[src/rtl/conv1d_stream_layer.sv]
// conv1d_stream_layer
//   Streaming 1-D convolution layer with a run-time loadable filter.
//   A filter f[0..LENF-1] is loaded over the f stream and retained.
//   Each input vector x[0..LENX-1] is buffered, then the block emits
//   y[m] = sum_k x[m+k]*f[k] for m = 0..LENX-LENF. Each y is optionally
//   saturated (SAT) or wrapped to WIDTH bits, then optionally rectified (RELU).
//
// Ports
//   clk           rising-edge clock
//   reset         asynchronous active-low reset
//   s_data_in_f   filter coefficient (signed), f[0] first
//   s_valid_f     filter word valid
//   s_ready_f     filter word accepted on s_valid_f && s_ready_f
//   s_data_in_x   input sample (signed), x[0] first
//   s_valid_x     input word valid
//   s_ready_x     input word accepted on s_valid_x && s_ready_x
//   m_data_out_y  output sample (signed), y[0] first
//   m_valid_y     output valid
//   m_ready_y     downstream ready
module conv1d_stream_layer #(
  parameter int WIDTH = 16,
  parameter int LENX  = 64,
  parameter int LENF  = 33,
  parameter int SAT   = 1,
  parameter int RELU  = 0,
  parameter int ACCW  = 2*WIDTH + $clog2(LENF)
) (
  input  logic                    clk,
  input  logic                    reset,
  input  logic signed [WIDTH-1:0] s_data_in_f,
  input  logic                    s_valid_f,
  output logic                    s_ready_f,
  input  logic signed [WIDTH-1:0] s_data_in_x,
  input  logic                    s_valid_x,
  output logic                    s_ready_x,
  output logic signed [WIDTH-1:0] m_data_out_y,
  output logic                    m_valid_y,
  input  logic                    m_ready_y
);

  localparam int XAW = $clog2(LENX);
  localparam int FAW = $clog2(LENF);
  localparam int KW  = $clog2(LENF + 1);
  localparam int PW  = 2 * WIDTH;

  typedef enum logic [2:0] {
    S_IDLE,
    S_LOAD_F,
    S_LOAD_X,
    S_COMPUTE,
    S_OUT
  } state_t;

  state_t r_state;
  state_t w_next;

  logic [XAW-1:0] r_cnt;
  logic [XAW-1:0] r_m;
  logic [KW-1:0]  r_k;
  logic           r_f_loaded;

  logic w_f_hs;
  logic w_x_hs;
  logic w_y_hs;
  logic w_cnt_last_f;
  logic w_cnt_last_x;
  logic w_m_last;
  logic w_issue;

  logic [FAW-1:0] w_f_addr;
  logic [XAW-1:0] w_x_addr;

  logic signed [WIDTH-1:0] r_f_mem [LENF];
  logic signed [WIDTH-1:0] r_x_mem [LENX];

  logic signed [WIDTH-1:0] r_f_q_p0;
  logic signed [WIDTH-1:0] r_x_q_p0;
  logic signed [PW-1:0]    w_f_ext;
  logic signed [PW-1:0]    w_x_ext;
  logic signed [PW-1:0]    r_prod_p1;
  logic signed [ACCW-1:0]  w_prod_ext;
  logic signed [ACCW-1:0]  r_acc_p2;
  logic signed [WIDTH-1:0] r_y;

  logic r_vld_p0, r_first_p0, r_last_p0;
  logic r_vld_p1, r_first_p1, r_last_p1;
  logic r_last_p2;

  // Clamp to the signed WIDTH range when SAT is set, otherwise keep the low bits.
  function automatic logic signed [WIDTH-1:0] f_sat_wrap(input logic signed [ACCW-1:0] a);
    logic signed [ACCW-1:0] v_max;
    logic signed [ACCW-1:0] v_min;
    v_max = $signed({{(ACCW-WIDTH+1){1'b0}}, {(WIDTH-1){1'b1}}});
    v_min = $signed({{(ACCW-WIDTH+1){1'b1}}, {(WIDTH-1){1'b0}}});
    if ((SAT != 0) && (a > v_max)) begin
      return v_max[WIDTH-1:0];
    end else if ((SAT != 0) && (a < v_min)) begin
      return v_min[WIDTH-1:0];
    end
    return a[WIDTH-1:0];
  endfunction

  function automatic logic signed [WIDTH-1:0] f_relu(input logic signed [WIDTH-1:0] v);
    if ((RELU != 0) && v[WIDTH-1]) begin
      return '0;
    end
    return v;
  endfunction

  assign w_f_hs       = s_valid_f && s_ready_f;
  assign w_x_hs       = s_valid_x && s_ready_x;
  assign w_y_hs       = (r_state == S_OUT) && m_ready_y;
  assign w_cnt_last_f = (r_cnt == XAW'(LENF - 1));
  assign w_cnt_last_x = (r_cnt == XAW'(LENX - 1));
  assign w_m_last     = (r_m == XAW'(LENX - LENF));
  assign w_issue      = (r_state == S_COMPUTE) && (r_k < KW'(LENF));

  always_ff @(posedge clk or negedge reset) begin
    if (!reset) begin
      r_state <= S_IDLE;
    end else begin
      r_state <= w_next;
    end
  end

  always_comb begin
    w_next    = r_state;
    s_ready_f = 1'b0;
    s_ready_x = 1'b0;
    m_valid_y = 1'b0;
    case (r_state)
      S_IDLE: begin
        // A pending filter always wins over a pending vector.
        if (s_valid_f) begin
          w_next = S_LOAD_F;
        end else if (r_f_loaded && s_valid_x) begin
          w_next = S_LOAD_X;
        end
      end
      S_LOAD_F: begin
        s_ready_f = 1'b1;
        if (s_valid_f && w_cnt_last_f) begin
          w_next = S_IDLE;
        end
      end
      S_LOAD_X: begin
        s_ready_x = 1'b1;
        if (s_valid_x && w_cnt_last_x) begin
          w_next = S_COMPUTE;
        end
      end
      S_COMPUTE: begin
        if (r_last_p2) begin
          w_next = S_OUT;
        end
      end
      S_OUT: begin
        m_valid_y = 1'b1;
        if (m_ready_y) begin
          w_next = w_m_last ? S_IDLE : S_COMPUTE;
        end
      end
      default: begin
        w_next = S_IDLE;
      end
    endcase
  end

  always_ff @(posedge clk or negedge reset) begin
    if (!reset) begin
      r_cnt      <= '0;
      r_m        <= '0;
      r_k        <= '0;
      r_f_loaded <= 1'b0;
    end else begin
      if (w_f_hs) begin
        r_cnt <= w_cnt_last_f ? '0 : r_cnt + 1'b1;
        if (w_cnt_last_f) begin
          r_f_loaded <= 1'b1;
        end
      end else if (w_x_hs) begin
        r_cnt <= w_cnt_last_x ? '0 : r_cnt + 1'b1;
        if (w_cnt_last_x) begin
          r_m <= '0;
        end
      end else if (w_y_hs && !w_m_last) begin
        r_m <= r_m + 1'b1;
      end
      // Tap index restarts every time the block is outside COMPUTE.
      if (r_state != S_COMPUTE) begin
        r_k <= '0;
      end else if (w_issue) begin
        r_k <= r_k + 1'b1;
      end
    end
  end

  // Single-port RAMs: the load counter addresses them while loading, the
  // tap index (plus output position for x) addresses them while computing.
  assign w_f_addr = (r_state == S_LOAD_F) ? FAW'(r_cnt) : FAW'(r_k);
  assign w_x_addr = (r_state == S_LOAD_X) ? r_cnt : r_m + XAW'(r_k);

  // ---- stage p0: synchronous RAM read ----
  always_ff @(posedge clk) begin
    if (w_f_hs) begin
      r_f_mem[w_f_addr] <= s_data_in_f;
    end
    r_f_q_p0 <= r_f_mem[w_f_addr];
  end

  always_ff @(posedge clk) begin
    if (w_x_hs) begin
      r_x_mem[w_x_addr] <= s_data_in_x;
    end
    r_x_q_p0 <= r_x_mem[w_x_addr];
  end

  assign w_f_ext    = $signed({{WIDTH{r_f_q_p0[WIDTH-1]}}, r_f_q_p0});
  assign w_x_ext    = $signed({{WIDTH{r_x_q_p0[WIDTH-1]}}, r_x_q_p0});
  assign w_prod_ext = $signed({{(ACCW-PW){r_prod_p1[PW-1]}}, r_prod_p1});

  // ---- stage p1: full-width product ----
  // ---- stage p2: accumulator, restarted by the first tap's product ----
  always_ff @(posedge clk) begin
    r_prod_p1 <= w_x_ext * w_f_ext;
    if (r_vld_p1) begin
      r_acc_p2 <= (r_first_p1 ? '0 : r_acc_p2) + w_prod_ext;
    end
  end

  always_ff @(posedge clk or negedge reset) begin
    if (!reset) begin
      r_vld_p0   <= 1'b0;
      r_first_p0 <= 1'b0;
      r_last_p0  <= 1'b0;
      r_vld_p1   <= 1'b0;
      r_first_p1 <= 1'b0;
      r_last_p1  <= 1'b0;
      r_last_p2  <= 1'b0;
    end else begin
      r_vld_p0   <= w_issue;
      r_first_p0 <= w_issue && (r_k == '0);
      r_last_p0  <= w_issue && (r_k == KW'(LENF - 1));
      r_vld_p1   <= r_vld_p0;
      r_first_p1 <= r_first_p0;
      r_last_p1  <= r_last_p0;
      r_last_p2  <= r_last_p1;
    end
  end

  // ---- output register: final accumulator after saturation/wrap and ReLU ----
  always_ff @(posedge clk or negedge reset) begin
    if (!reset) begin
      r_y <= '0;
    end else if (r_last_p2) begin
      r_y <= f_relu(f_sat_wrap(r_acc_p2));
    end
  end

  assign m_data_out_y = r_y;

endmodule
[config.mk]
export PLATFORM = sky130hd
export DESIGN_NAME = conv1d_stream_layer
export DESIGN_NICKNAME = d
export VERILOG_FILES = /design/src/rtl/conv1d_stream_layer.sv
export SDC_FILE = /design/constraint.sdc
export NUM_CORES = 2
export LEC_CHECK = 0
export CAP_MARGIN = 20
export CORE_UTILIZATION = 55
export CTS_BUF_LIST = sky130_fd_sc_hd__clkbuf_4
export DETAILED_ROUTE_END_ITERATION = 6
export GPL_ROUTABILITY_DRIVEN = 0
export PLACE_DENSITY_LB_ADDON = 0.3
export RECOVER_POWER = 50
export REMOVE_ABC_BUFFERS = 1
export SYNTH_ARGS = -nofsm -noshare
export SYNTH_HDL_FRONTEND = slang
export SYNTH_SLANG_ARGS = --single-unit
[constraint.sdc]
create_clock -name clk -period 7.3 [get_ports clk]
set_input_delay 1.46 -clock clk [delete_from_list [all_inputs] [get_ports clk]]
set_output_delay 1.46 -clock clk [all_outputs]
set_load 0.05 [all_outputs]
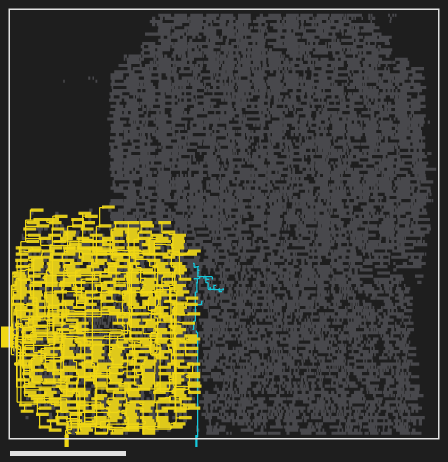
io_fan.png
Bar = 100 microns.
legend:
  s_ready_f:
    color: cyan
    bits: 1
    direction: output
    end_cells: 1
    buffers: 1
    wire: 237 microns
  s_data_in_f:
    color: yellow
    bits: 16
    direction: input
    end_cells: 528
    buffers: 32
    wire: 8210 microns

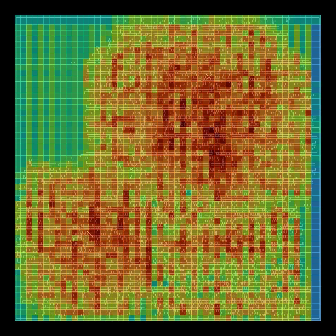
congestion.png
GRT met1 Usage: 40.4%
met3 capacity usage during global routing: 8.59%
combined global-route utilization of all metal layers: 29.7%
routing usage on met2: 44.9%
grt peak-use layer: met2

[registers in the layout, summed over array words and instances, names as in the netlist, 3 cells and up]
register / flops
r_cnt: 6
r_f_mem: 528
r_prod_p1: 32
r_f_q_p0: 16
m_data_out_y: 16
r_acc_p2: 38
r_state: 3
r_x_q_p0: 16
r_m: 6
r_k: 6
r_x_mem: 1024
[through the flow]
stage	instance area (sq um)	instances
3_3_place_gp	77900	6845
4_1_cts	82800	7535
5_1_grt	82700	7550
3_5_place_dp	77900	6846
6_report	82700	7555
2_1_floorplan	73500	4820
[cell families after synthesis]
| family | synth area share, % |
|---|---|
| adder cells (fa/ha/maj) | 9.26 |
| AND-OR/OR-AND | 10.9 |
| flip-flops | 67.2 |
| XOR/XNOR | 0.962 |
| AND/OR/NAND/NOR | 6.47 |
| buffers and inverters | 3.29 |
| multiplexers | 1.96 |
[layout make-up]
cell class | instances | area [sq um] | area share, %
antenna | 14 | 35.0 | 0.0423
clock buffer | 593 | 4450 | 5.38
clock inverter | 96 | 449 | 0.543
inverter | 345 | 1300 | 1.57
multi-input combinational | 2776 | 22200 | 26.8
sequential | 1699 | 50200 | 60.6
tap | 1768 | 2210 | 2.67
timing repair buffer | 264 | 1930 | 2.33
[worst reg2reg max path, stage by stage, from the launching register on]
cell and delay, ns:
sky130_fd_sc_hd__dfxtp_1 0.69, sky130_fd_sc_hd__nand2_1 0.18, sky130_fd_sc_hd__fa_1 0.53, sky130_fd_sc_hd__fa_1 0.56, sky130_fd_sc_hd__inv_1 0.06, sky130_fd_sc_hd__fa_1 0.50, sky130_fd_sc_hd__inv_1 0.06, sky130_fd_sc_hd__fa_1 0.53
sky130_fd_sc_hd__inv_1 0.05, sky130_fd_sc_hd__fa_1 0.49, sky130_fd_sc_hd__fa_1 0.42, sky130_fd_sc_hd__ha_1 0.38, sky130_fd_sc_hd__a21o_1 0.19, sky130_fd_sc_hd__a21o_1 0.17, sky130_fd_sc_hd__a221oi_1 0.50, sky130_fd_sc_hd__a21oi_1 0.25
sky130_fd_sc_hd__nor2_1 0.24, sky130_fd_sc_hd__o31ai_1 0.17, sky130_fd_sc_hd__a211o_1 0.29, sky130_fd_sc_hd__a21oi_1 0.18, sky130_fd_sc_hd__xnor2_1 0.13
[path summary, 6_finish.rpt]
check                             from          endpoint  slack [ns]  cells after the start
max in group asynchronous        reset            r_m[2]        4.46                      2
max reg2reg                r_f_q_p0[1]     r_prod_p1[30]        0.69                     20
min reg2reg                   r_vld_p0          r_vld_p1        0.33                      0
max                        r_f_q_p0[1]     r_prod_p1[30]        0.69                     20
min                           r_vld_p0          r_vld_p1        0.33                      0
min in group asynchronous        reset  m_data_out_y[14]        1.15                      2
[routing by layer]
metal  part of all wire [%]  up-vias  wire [microns]
met2                     45     3172           92300
met3                     13      520           26200
met4                    4.2        4            8510
met5                  0.013        -              27
met1                     37    23700           76100
li1                       -    20300               -
==> notes.md <==
Flow results.

- The worst max-slew margin expressed relative to the limit is -139%.
- The count of unresolved DRC violations after routing is 4.
- The share of the yosys chip area belonging to registers is 67.2%.
- The worst setup path is launched from a register.
- The number of DRC violations after detailed-routing iteration 0 is 7094.
- The maximum number of pins on one net before global-route repair is 88.
- The run finished, with violations left.
- The clock period could shrink to 6.61 ns.
- The critical path capture point type is a register.
- Buffers inserted during clock tree synthesis total 425.
- The dominant register cell is sky130_fd_sc_hd__edfxtp_1.
- The final net count is 5942.
- The horizontal die dimension is roughly 370 microns.
- The timing report gives the biggest stage delay along the critical path as 0.69 ns.
- In this run, post-CTS hold repair placed 0 buffers.
- After global routing the overflow that remains totals 0.
- The worst endpoint required time is 8.49 ns.
- For reference, the top cells by count after synthesis are 1590 x sky130_fd_sc_hd__edfxtp_1, 479 x sky130_fd_sc_hd__nand2_1, 343 x sky130_fd_sc_hd__inv_1, 264 x sky130_fd_sc_hd__fa_1, 245 x sky130_fd_sc_hd__a22oi_1.
- Sorting the synthesis cell report by count puts at the top sky130_fd_sc_hd__edfxtp_1.
- The total via count in the routed design is about 48k.
- The worst hold-check slack is 0.328 ns.
- Nets still carrying antenna violations after routing amount to 0.
- The cell row count is 134.
- The initial cell density of the core is a little under three fifths.
- Traced cell by cell, the critical path runs through nand2_1 -> fa_1 -> fa_1 -> inv_1 -> fa_1 -> inv_1 -> fa_1 -> inv_1 -> fa_1 -> fa_1 -> ha_1 -> a21o_1 -> a21o_1 -> a221oi_1 -> a21oi_1 -> nor2_1 -> o31ai_1 -> a211o_1 -> a21oi_1 -> xnor2_1.
- The worst setup path is of the reg2reg kind.
- The final tally of max-slew violations is 1548.
- TritonCTS built the clock tree.
- On the reported timing paths, the clock transition at the registers reads 0.06 ns.
- The number of global-route vias before repair is 47.2k.
- Looking at the clock tree report, the root buffer type is sky130_fd_sc_hd__clkbuf_4.
- In the Yosys report the total cell count is between 5k and 6k.
- The height of the die is about 370 microns.
- In this design, the critical path's most frequently occurring cell is sky130_fd_sc_hd__fa_1.
- Of all flip-flops after synthesis, the portion carrying an async set or reset was 2.65%.
- Looking at the clock tree report, the H-tree level count equals 5.
- The number of maximum-capacitance violations is 31.
- The post-route netlist has between 10% and 20% of its cells at a drive strength greater than 1.
- In this run the worst hold path is classified as reg2reg.
- The stat command in Yosys gives a chip area of around 75000 sq um.
- The number of resized instances in the post-cts repair step is 0.
- The clock latency on the worst-skew pair is 1.38 ns.
- The detailed-placement wirelength estimate is 120000 microns.
- The total routed wirelength is 203000 microns.
- Counting flops with a built-in enable in the synthesized netlist gives 1590.
- Broken down by cell family, the worst path's largest delay share belongs to adder cells.
- After detailed routing, the average wire length per cell comes to 26.9 microns.
- The buffering stage count on the worst path with inverters included is 3.
- Counting along the longest clock path gives a buffer depth of 4.
- The arrival time of the worst setup path is 7.80 ns.
- The first global-routing pass estimated 298000 microns of wire.
- The most common logic cells in the final layout are 1590 x sky130_fd_sc_hd__edfxtp_1, 593 x sky130_fd_sc_hd__clkbuf_4, 479 x sky130_fd_sc_hd__nand2_1, 343 x sky130_fd_sc_hd__inv_1, 264 x sky130_fd_sc_hd__fa_1.
- The total negative slack is 0 ns.
- The post-CTS setup-driven buffer insertion count is 0.
- From synthesis to final layout, the design area changed by 10.9%.
- Looking at the critical path, the single cell with the biggest stage delay is sky130_fd_sc_hd__dfxtp_1.
- The final setup skew is 0.161 ns.
- The cell type with the largest total area is sky130_fd_sc_hd__edfxtp_1.
- The measured slew at the worst slew-check pin is 3.59 ns.
- Per the post-place timing report, worst setup slack is roughly 0.7 ns.
- The warning tally printed by Yosys for this design is 0.
- Setup slack on the critical path of the routed design comes to between 0.6 and 0.7 ns.
- For this run, the detailed router reports a per-instance via density of between 6 and 7.
- The number of synthesized register bits is between 1.5k and 2k.
- In this run the tool buffered the top-level ports with 55 buffer cells.
- After synthesis, the largest area contributor takes up ~64% of total cell area.
- The core footprint is around 130000 sq um.
- Per the timing report, the achievable frequency comes out to ~150 MHz.
- Per the finish-stage timing summary, setup violations number 0.
- After synthesis, the netlist uses between 70 and 80 different library cells.
- The checks that failed: design-rule violations, max-capacitance violations, max-slew violations.
- After filler insertion, the fill cell instance count of the layout stands at 9886.
- The final critical path takes up about 91% of the cycle.
- For this design, the sink count on the clock tree is 1699.
- In this run the tools logged warnings totalling 29.
- Setup repair after global routing left no endpoint under its margin.
- The overall die size recorded for this design is approximately 140000 sq um.
- The boundary pin count is 56.
- The largest driver fanout on the critical path is 16.
- The number of antenna violations at the first check in global routing is 8.
- The most instantiated logic cell after routing is sky130_fd_sc_hd__edfxtp_1.
- In the post-synthesis netlist, the biggest area contributors are sky130_fd_sc_hd__edfxtp_1 64%, sky130_fd_sc_hd__fa_1 7.1%, sky130_fd_sc_hd__a22oi_1 2.5%.
- The instance count of the mapped netlist is slightly above 5k.
- The average size of a mapped cell is 14.7 sq um.
- In this run the cell area of the synthesized design comes to 74600 sq um.
- Endpoints failing hold in the final report were tallied at 0.
- The pre-antenna-repair detailed-routing pass consisted of 7 iterations.
- The core utilization of the finished layout is 61.8%.
